run_1/pdn.png
Scale bar: 20 um. Pins as bars on the die edge. Tap cells in grey.
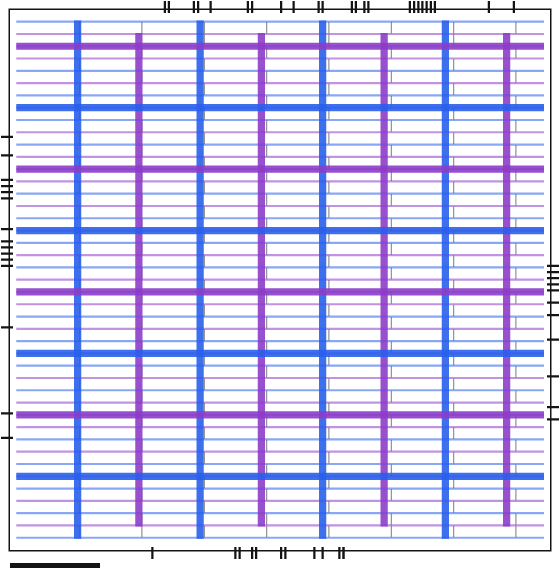
run_1/cell_classes.png
Scale bar: 20 um.
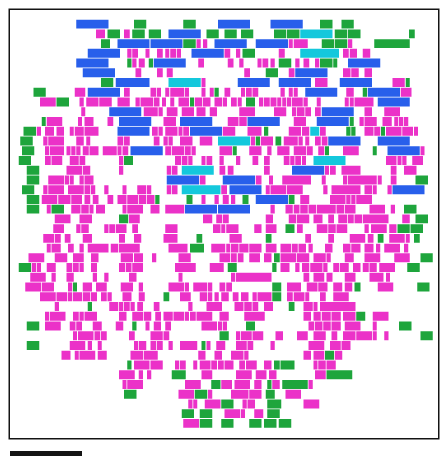
run_1/clock_map.png
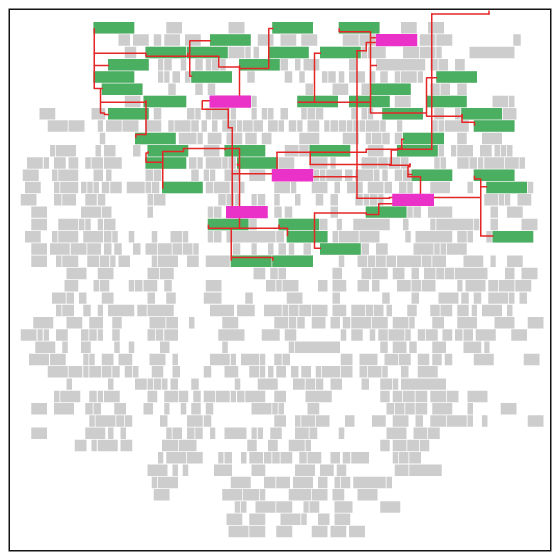
### config.mk
export PLATFORM = sky130hd
export DESIGN_NAME = seq_alu
export DESIGN_NICKNAME = d
export VERILOG_FILES = /design/src/rtl/alu_pkg.sv /design/src/rtl/alu_shift_unit.sv /design/src/rtl/seq_alu.sv
export SDC_FILE = /design/constraint.sdc
export NUM_CORES = 1
export LEC_CHECK = 0
export CORE_MARGIN = 1
export CORE_UTILIZATION = 40
export DETAILED_ROUTE_END_ITERATION = 16
export GPL_TIMING_DRIVEN = 0
export PLACE_DENSITY = 0.67
export SYNTH_ARGS = -nofsm -noshare
export SYNTH_HDL_FRONTEND = slang
export SYNTH_SLANG_ARGS = --single-unit
export TNS_END_PERCENT = 5
### constraint.sdc
create_clock -name clk -period 4.4 [get_ports clk]
set_input_delay 0.66 -clock clk [delete_from_list [all_inputs] [get_ports clk]]
set_output_delay 0.66 -clock clk [all_outputs]
set_load 0.1 [all_outputs]
### src/rtl/alu_pkg.sv
// Shared ALU definitions: opcodes, handshake FSM states, flag bit positions.
package alu_pkg;

  localparam logic [2:0] OP_ADD = 3'b000;
  localparam logic [2:0] OP_SUB = 3'b001;
  localparam logic [2:0] OP_ADC = 3'b010;
  localparam logic [2:0] OP_SHR = 3'b011;
  localparam logic [2:0] OP_SHL = 3'b100;
  localparam logic [2:0] OP_XOR = 3'b101;
  localparam logic [2:0] OP_OR  = 3'b110;
  localparam logic [2:0] OP_AND = 3'b111;

  typedef enum logic [1:0] {
    StIdle  = 2'd0,
    StShift = 2'd1,
    StHold  = 2'd2
  } state_e;

  // Bit positions when flags are packed into a vector by downstream units.
  localparam int unsigned FLAG_Z = 0;
  localparam int unsigned FLAG_C = 1;
  localparam int unsigned FLAG_N = 2;
  localparam int unsigned FLAG_V = 3;

  function automatic logic is_shift_op(input logic [2:0] op);
    return (op == OP_SHR) || (op == OP_SHL);
  endfunction

endpackage

### src/rtl/alu_shift_unit.sv
// Iterative logical shifter: one bit per cycle. done is high during the final step; result and
// last_out then already present the fully shifted value and the last bit shifted out, so the
// owner can capture them on that same edge.
module alu_shift_unit #(
  parameter int unsigned WIDTH = 16,
  parameter int unsigned SHW   = $clog2(WIDTH)
) (
  input  logic             clk,
  input  logic             rst_n,
  input  logic             start,
  input  logic             left,
  input  logic [WIDTH-1:0] a,
  input  logic [SHW-1:0]   amount,
  output logic             done,
  output logic [WIDTH-1:0] result,
  output logic             last_out
);

  logic [WIDTH-1:0] work_q;
  logic [SHW-1:0]   cnt_q;
  logic             busy_q;
  logic             left_q;
  logic [WIDTH-1:0] shifted;
  logic             out_bit;

  // One-bit shift of the work register and the bit that falls off.
  always_comb begin
    shifted = left_q ? {work_q[WIDTH-2:0], 1'b0} : {1'b0, work_q[WIDTH-1:1]};
    out_bit = left_q ? work_q[WIDTH-1] : work_q[0];
    done    = busy_q && (cnt_q == SHW'(1));
  end

  assign result   = shifted;
  assign last_out = out_bit;

  // Load on start, then step until the counter runs out.
  always_ff @(posedge clk or negedge rst_n) begin
    if (!rst_n) begin
      work_q <= '0;
      cnt_q  <= '0;
      busy_q <= 1'b0;
      left_q <= 1'b0;
    end else if (start) begin
      work_q <= a;
      cnt_q  <= amount;
      busy_q <= 1'b1;
      left_q <= left;
    end else if (busy_q) begin
      work_q <= shifted;
      cnt_q  <= cnt_q - SHW'(1);
      if (done) busy_q <= 1'b0;
    end
  end

endmodule

### src/rtl/seq_alu.sv
// Clocked ALU with valid/ready on both sides. Results and flags are registered and held until
// consumed; non-zero shifts are delegated to the iterative shift unit.
module seq_alu
  import alu_pkg::*;
#(
  parameter int unsigned WIDTH = 16,
  parameter int unsigned SHW   = $clog2(WIDTH)
) (
  input  logic             clk,
  input  logic             rst_n,
  input  logic             in_valid,
  output logic             in_ready,
  input  logic [2:0]       alu_op,
  input  logic [WIDTH-1:0] a,
  input  logic [WIDTH-1:0] src,
  output logic             out_valid,
  input  logic             out_ready,
  output logic [WIDTH-1:0] rd,
  output logic             z,
  output logic             c,
  output logic             n,
  output logic             v
);

  state_e           state_q;
  logic [WIDTH-1:0] rd_q;
  logic             z_q, c_q, n_q, v_q;

  logic             accept;
  logic             start_shift;
  logic [SHW-1:0]   amount;
  logic [WIDTH:0]   sum;
  logic [WIDTH-1:0] res_rd;
  logic             res_c, res_v;
  logic             sh_done, sh_last;
  logic [WIDTH-1:0] sh_result;

  // Handshake: HOLD frees the input side only when the held result drains this cycle.
  always_comb begin
    unique case (state_q)
      StIdle:  in_ready = 1'b1;
      StHold:  in_ready = out_ready;
      default: in_ready = 1'b0;
    endcase
  end

  assign accept      = in_valid && in_ready;
  assign amount      = src[SHW-1:0];
  assign start_shift = accept && is_shift_op(alu_op) && (amount != '0);
  assign out_valid   = (state_q == StHold);

  // Single-cycle result for the accepted op; shifts here only cover the amount-0 case.
  always_comb begin
    sum    = '0;
    res_rd = '0;
    res_c  = 1'b0;
    res_v  = 1'b0;
    unique case (alu_op)
      OP_ADD, OP_ADC: begin
        sum    = {1'b0, a} + {1'b0, src} + {{WIDTH{1'b0}}, (alu_op == OP_ADC) && c_q};
        res_rd = sum[WIDTH-1:0];
        res_c  = sum[WIDTH];
        res_v  = (a[WIDTH-1] == src[WIDTH-1]) && (res_rd[WIDTH-1] != a[WIDTH-1]);
      end
      OP_SUB: begin
        // Underflow wraps into bit WIDTH, which is exactly the borrow.
        sum    = {1'b0, a} - {1'b0, src};
        res_rd = sum[WIDTH-1:0];
        res_c  = sum[WIDTH];
        res_v  = (a[WIDTH-1] != src[WIDTH-1]) && (res_rd[WIDTH-1] != a[WIDTH-1]);
      end
      OP_SHR, OP_SHL: res_rd = a;
      OP_XOR:         res_rd = a ^ src;
      OP_OR:          res_rd = a | src;
      OP_AND:         res_rd = a & src;
    endcase
  end

  alu_shift_unit #(
    .WIDTH (WIDTH),
    .SHW   (SHW)
  ) u_shift (
    .clk      (clk),
    .rst_n    (rst_n),
    .start    (start_shift),
    .left     (alu_op == OP_SHL),
    .a        (a),
    .amount   (amount),
    .done     (sh_done),
    .result   (sh_result),
    .last_out (sh_last)
  );

  // Handshake FSM plus result/flag registers; flags change only when a result is produced.
  always_ff @(posedge clk or negedge rst_n) begin
    if (!rst_n) begin
      state_q <= StIdle;
      rd_q    <= '0;
      z_q     <= 1'b1;
      c_q     <= 1'b0;
      n_q     <= 1'b0;
      v_q     <= 1'b0;
    end else begin
      case (state_q)
        StIdle, StHold: begin
          if (accept) begin
            if (start_shift) begin
              state_q <= StShift;
            end else begin
              rd_q    <= res_rd;
              z_q     <= (res_rd == '0);
              c_q     <= res_c;
              n_q     <= res_rd[WIDTH-1];
              v_q     <= res_v;
              state_q <= StHold;
            end
          end else if ((state_q == StHold) && out_ready) begin
            state_q <= StIdle;
          end
        end
        StShift: begin
          if (sh_done) begin
            rd_q    <= sh_result;
            z_q     <= (sh_result == '0);
            c_q     <= sh_last;
            n_q     <= sh_result[WIDTH-1];
            v_q     <= 1'b0;
            state_q <= StHold;
          end
        end
        default: state_q <= StIdle;
      endcase
    end
  end

  assign rd = rd_q;
  assign z  = z_q;
  assign c  = c_q;
  assign n  = n_q;
  assign v  = v_q;

endmodule

==> flow_summary.json, run 1 <==
{
  "status": "finished clean",
  "placed_cell_area_sq_um": 6360,
  "htreeDepth": 2,
  "antenna_found_initial": 0,
  "path_clk_slew_ns": 0.07,
  "hold_viol": 0,
  "drc": 0,
  "enable_flop_cells": 0,
  "viasPerCell": 6.13,
  "top_cells_by_count": "nand2_1, o21ai_0, inv_1, nor2_1, ha_1",
  "power.total_mw": 3.22,
  "async_reset_ff_frac": 1.00,
  "synth_warnings": 0,
  "yosysUniqueCellTypes": 93,
  "grt_use_total": 0.263,
  "critPathMostFrequentCell": "buf_6",
  "grt_overflow_total": 0,
  "worstRegToRegCells": 14,
  "ant_nets": 0,
  "seq_area_frac_synth": 0.195,
  "vdd_ir_drop_max_v": 0.000330,
  "hp-class": "in -> async",
  "flop_cell": "dfrtp_1",
  "area_delta_synth_final_pct": 21.0,
  "critPathMaxFanout": 10,
  "drv_slew": 0,
  "grt_max_degree": 26,
  "synth_nets": 797,
  "grt_pass1_wl_um": 29400,
  "port_buffers": 59,
  "wirelength_um": 19000
}
Back to the opening pictures, pdn.png:
Purple marks VDD. Blue marks VSS.
The core has 42 rows. 8 straps on met5. 43 met1 rails follow the rows. 8 straps on met4.

Back to the opening pictures, cell_classes.png:
Cyan marks clock drivers and dummy loads, cells 8. Green marks other buffers and delay cells, cells 118. Blue marks flops, cells 43. Magenta marks all other logic, cells 612.

Back to the opening pictures, clock_map.png:
Red marks clock wires, length 625 um. Green marks flip-flops, count 43. Magenta marks cells driving clock nets, count 5.
There are 6 routed clock nets.

-- run 1: layout by cell type (no fill, tap or decap), types with 8 or more instances in the layout --
cell and n:
nand3_1 9, ha_1 50, mux2i_1 33, o21ai_0 59
nor2b_1 16, dfrtp_1 42, mux2_2 8, nor3_1 10
buf_2 14, clkdlybuf4s50_1 58, buf_4 14, nand2b_1 18
nand2_1 69, nor2_1 52, a21oi_1 44, o211ai_1 8
inv_1 53, a21o_1 11, clkbuf_1 22
-- run 1: path summary, 6_finish.rpt --
kind | startpoint | to | slack (ns)
hold reg to reg | rd[8] | rd[8] | 0.48
max in group asynchronous | rst_n | z | 3.49
setup / recovery | alu_op[0] | z | 0.05
setup reg to reg | c | z | 1.11
min in group clk | rd[8] | rd[8] | 0.48
hold / removal | rst_n | u_shift.work_q[0] | 0.33
-- run 1: metal layers --
layer  GRT usage  wire, um
met1       0.353      8020
met2       0.416      8610
met3      0.0466      1610
met4       0.106       709
met5           0         0
-- run 1: stage by stage --
stage / util / setup WS, ns / hold slack (ns)
after floorplan: - / 0.656 / 0.364
after global placement: 0.475 / -0.807 / 0.472
after detailed placement: 0.476 / -0.787 / 0.470
after CTS: 0.495 / 0.0185 / 0.352
after global routing: 0.501 / -0.00481 / 0.380
final: 0.501 / 0.0469 / 0.332
-- run 1: layout make-up --
cell class	instances	area, sq um
fillers	1333	6660
multi-input cells	557	4030
well taps	176	220
flip-flops and latches	43	1080
plain buffers	50	289
clock buffers	5	125
clock inverters	3	67.6
repair buffers	68	673
inverters	55	206
-- run 1: flip-flops by register name, summed over array words and instances, names as in the netlist --
name,count
rd,16
u_shift.work_q,16
u_shift.cnt_q,4
state_q,2
c,1
u_shift.busy_q,1
u_shift.left_q,1
v,1
z,1
-- run 1: timing repair --
item | CTS | global route
endpoints found under the setup margin | 6 | 3
setup buffers | 2 | 6
gates resized | 9 | 5
gates cloned | 0 | 0
pin swaps | 4 | 6
-- run 1: logic make-up after synthesis --
logic type,synth area share
compound gates,0.293
xor+xnor,0.00634
fa+ha+maj,0.124
buf+inv,0.0885
flops,0.195
mux,0.0849
simple gates,0.208
-- run 1: worst reg2reg max path, stage by stage, from the launching register on --
cell	delay [ns]
dfrtp_1	0.41
and3_4	0.20
fa_2	0.37
inv_1	0.09
fa_2	0.21
nor2b_1	0.06
o211ai_1	0.35
nand2_1	0.13
buf_4	0.16
a22oi_1	0.18
a41oi_2	0.22
nor4_2	0.37
nand4b_1	0.16
nor3_2	0.13
a41o_1	0.19
-- run 1: power by group --
| part | switching [mW] | internal [mW] |
|---|---|---|
| Sequential | 0.140 | 0.580 |
| Clock | 0.164 | 0.325 |
| Combinational | 1.41 | 0.599 |
| Total | 1.71 | 1.50 |
==> inputs of run 2 (changes only) <==
--- a/config.mk
+++ b/config.mk
@@ -10,6 +10,7 @@
 export DETAILED_ROUTE_END_ITERATION = 16
 export GPL_TIMING_DRIVEN = 0
 export PLACE_DENSITY = 0.67
+export RECOVER_POWER = 50
 export SYNTH_ARGS = -nofsm -noshare
 export SYNTH_HDL_FRONTEND = slang
 export SYNTH_SLANG_ARGS = --single-unit
==> run 2 against run 1 <==
Compared with the run above: routed wire length increased by 0.30%; largest cell class unchanged; sequential power decreased by 0.6%; final area decreased by 0.45%; total power decreased by 0.66%.
==> flow_summary.json, run 2 <==
{
  "final_cell_mix": "nand2_1, o21ai_0, inv_1, nor2_1, ha_1",
  "hold_start": "rd[8]",
  "synth_warnings": 0,
  "top_cells_by_count": "nand2_1, o21ai_0, inv_1, nor2_1, ha_1",
  "wirelength_um": 19000,
  "hold_end": "rd[8]",
  "async_reset_ff_frac": 1.00,
  "synth_nets": 797,
  "flop_cell": "dfrtp_1",
  "use_met2": 0.416,
  "worstReg2RegStart": "c",
  "htreeDepth": 2,
  "drc": 0,
  "antenna_found_initial": 0,
  "drv_slew": 0,
  "grt_overflow_total": 0,
  "lay_top_count": "nand2_1",
  "grt_pass1_wl_um": 29400,
  "seq_area_frac_synth": 0.195,
  "path_clk_slew_ns": 0.06,
  "area_delta_synth_final_pct": 20.4,
  "grt_use_met1": 0.353,
  "status": "finished clean",
  "whs_ns": 0.476,
  "hold_viol": 0,
  "grt_max_degree": 26,
  "viasPerCell": 6.08,
  "enable_flop_cells": 0,
  "rrSetupSlack_ns": 1.10,
  "ant_nets": 0,
  "r2r-end": "z",
  "dp_slack_ns": -0.787
}
-- run 2: cell counts after synthesis --
No cell type changed its count.
-- run 2: how the worst max path moves through the flow --
stage | start | to | slack (ns) | depth (start not counted)
floorplan | alu_op[0] | z | 0.66 | 17
global placement | alu_op[0] | z | -0.81 | 16
detailed placement | alu_op[0] | z | -0.79 | 16
CTS | alu_op[0] | z | 0.02 | 18
global route | alu_op[0] | z | -0.0003 | 19
finish | alu_op[0] | z | 0.02 | 18
-- run 2: cell families (layout without fill, tap and decap cells) --
family	after synthesis	in the layout	share of synthesized area
compound gates	231	231	0.293
xor+xnor	4	4	0.00634
fa+ha+maj	53	53	0.124
buf+inv	105	181	0.0885
flops	43	43	0.195
mux	44	44	0.0849
simple gates	225	225	0.208
-- run 2: power breakdown --
group	switching [mW]	leakage, nW	internal, mW	total [mW]
registers	0.136	0.507	0.580	0.716
clock network	0.164	0.0900	0.325	0.489
logic	1.41	2.27	0.580	1.99
-- run 2: layer usage --
| metal | part of all wire | up-vias |
|---|---|---|
| li1 | - | 2697 |
| met4 | 0.037 | 0 |
| met5 | 0 | - |
| met3 | 0.089 | 55 |
| met2 | 0.45 | 316 |
| met1 | 0.42 | 2755 |
-- run 2: area by class of cell --
| class | instances | area, sq um | share of cell area |
|---|---|---|---|
| plain buffers | 50 | 289 | 0.0434 |
| clock buffers | 5 | 125 | 0.0188 |
| clock inverters | 3 | 67.6 | 0.0102 |
| inverters | 55 | 206 | 0.0310 |
| multi-input cells | 557 | 4020 | 0.604 |
| flip-flops and latches | 43 | 1080 | 0.162 |
| well taps | 176 | 220 | 0.0331 |
| repair buffers | 68 | 648 | 0.0974 |
-- run 2: timing repair --
item	4_1_cts	5_1_grt
resized	9	5
gates cloned	0	0
pin swaps	4	6
setup endpoints to repair	6	3
setup buffers	2	6
-- run 2: worst max-delay path, cell delays in order --
cell             delay (ns)
clkdlybuf4s50_1        0.45
buf_6                  0.17
buf_6                  0.16
nor2_4                 0.19
buf_6                  0.15
and3_4                 0.21
fa_2                   0.23
inv_1                  0.06
fa_2                   0.35
nor2b_1                0.17
o211ai_1               0.19
a31o_1                 0.31
a2111oi_4              0.30
a41oi_2                0.12
nor4_2                 0.38
nand4b_1               0.17
nor3_2                 0.13
a41o_1                 0.19
-- run 2: per-stage QoR --
step	area [sq um]	instances	power [mW]	utilization
after floorplan	5530	705	2.15	-
after global placement	6340	940	2.65	0.475
after detailed placement	6360	941	2.69	0.476
after CTS	6610	951	3.19	0.495
after global routing	6660	957	3.35	0.499
final	6660	957	3.20	0.499
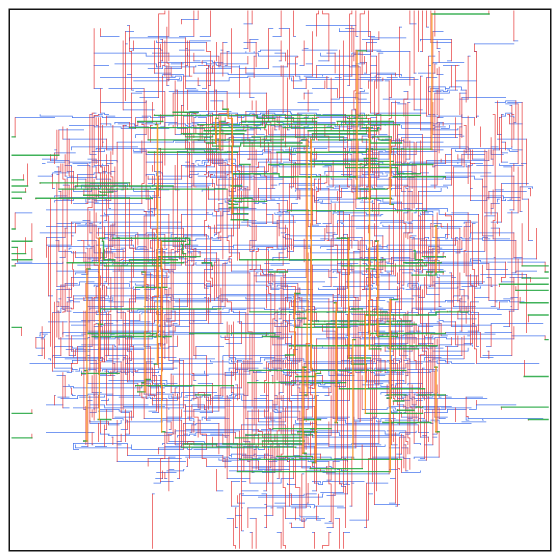
run_2/metal_stack.png
Green marks met3, wire length 1700 um. Red marks met2, wire length 8600 um. Blue marks met1, wire length 8000 um. Orange marks met4, wire length 706 um.

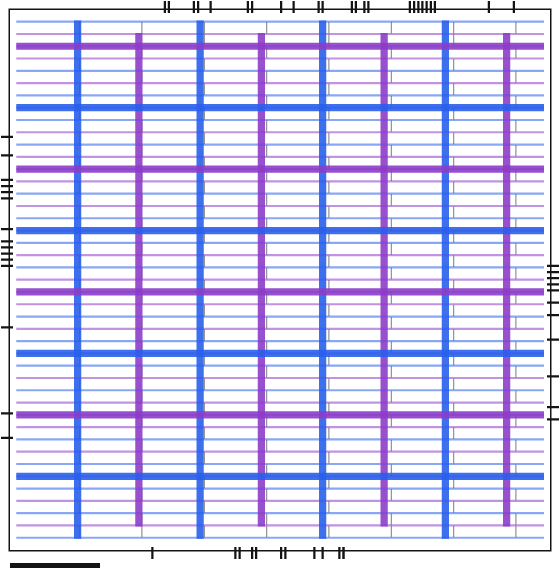
run_2/pdn.png
Scale bar: 20 um. Pins as bars on the die edge. Tap cells in grey.
Blue marks VSS. Purple marks VDD.
The core has 42 rows. 8 straps on met4.

Power figures rest on the tool's default switching activity, not on a simulated workload.
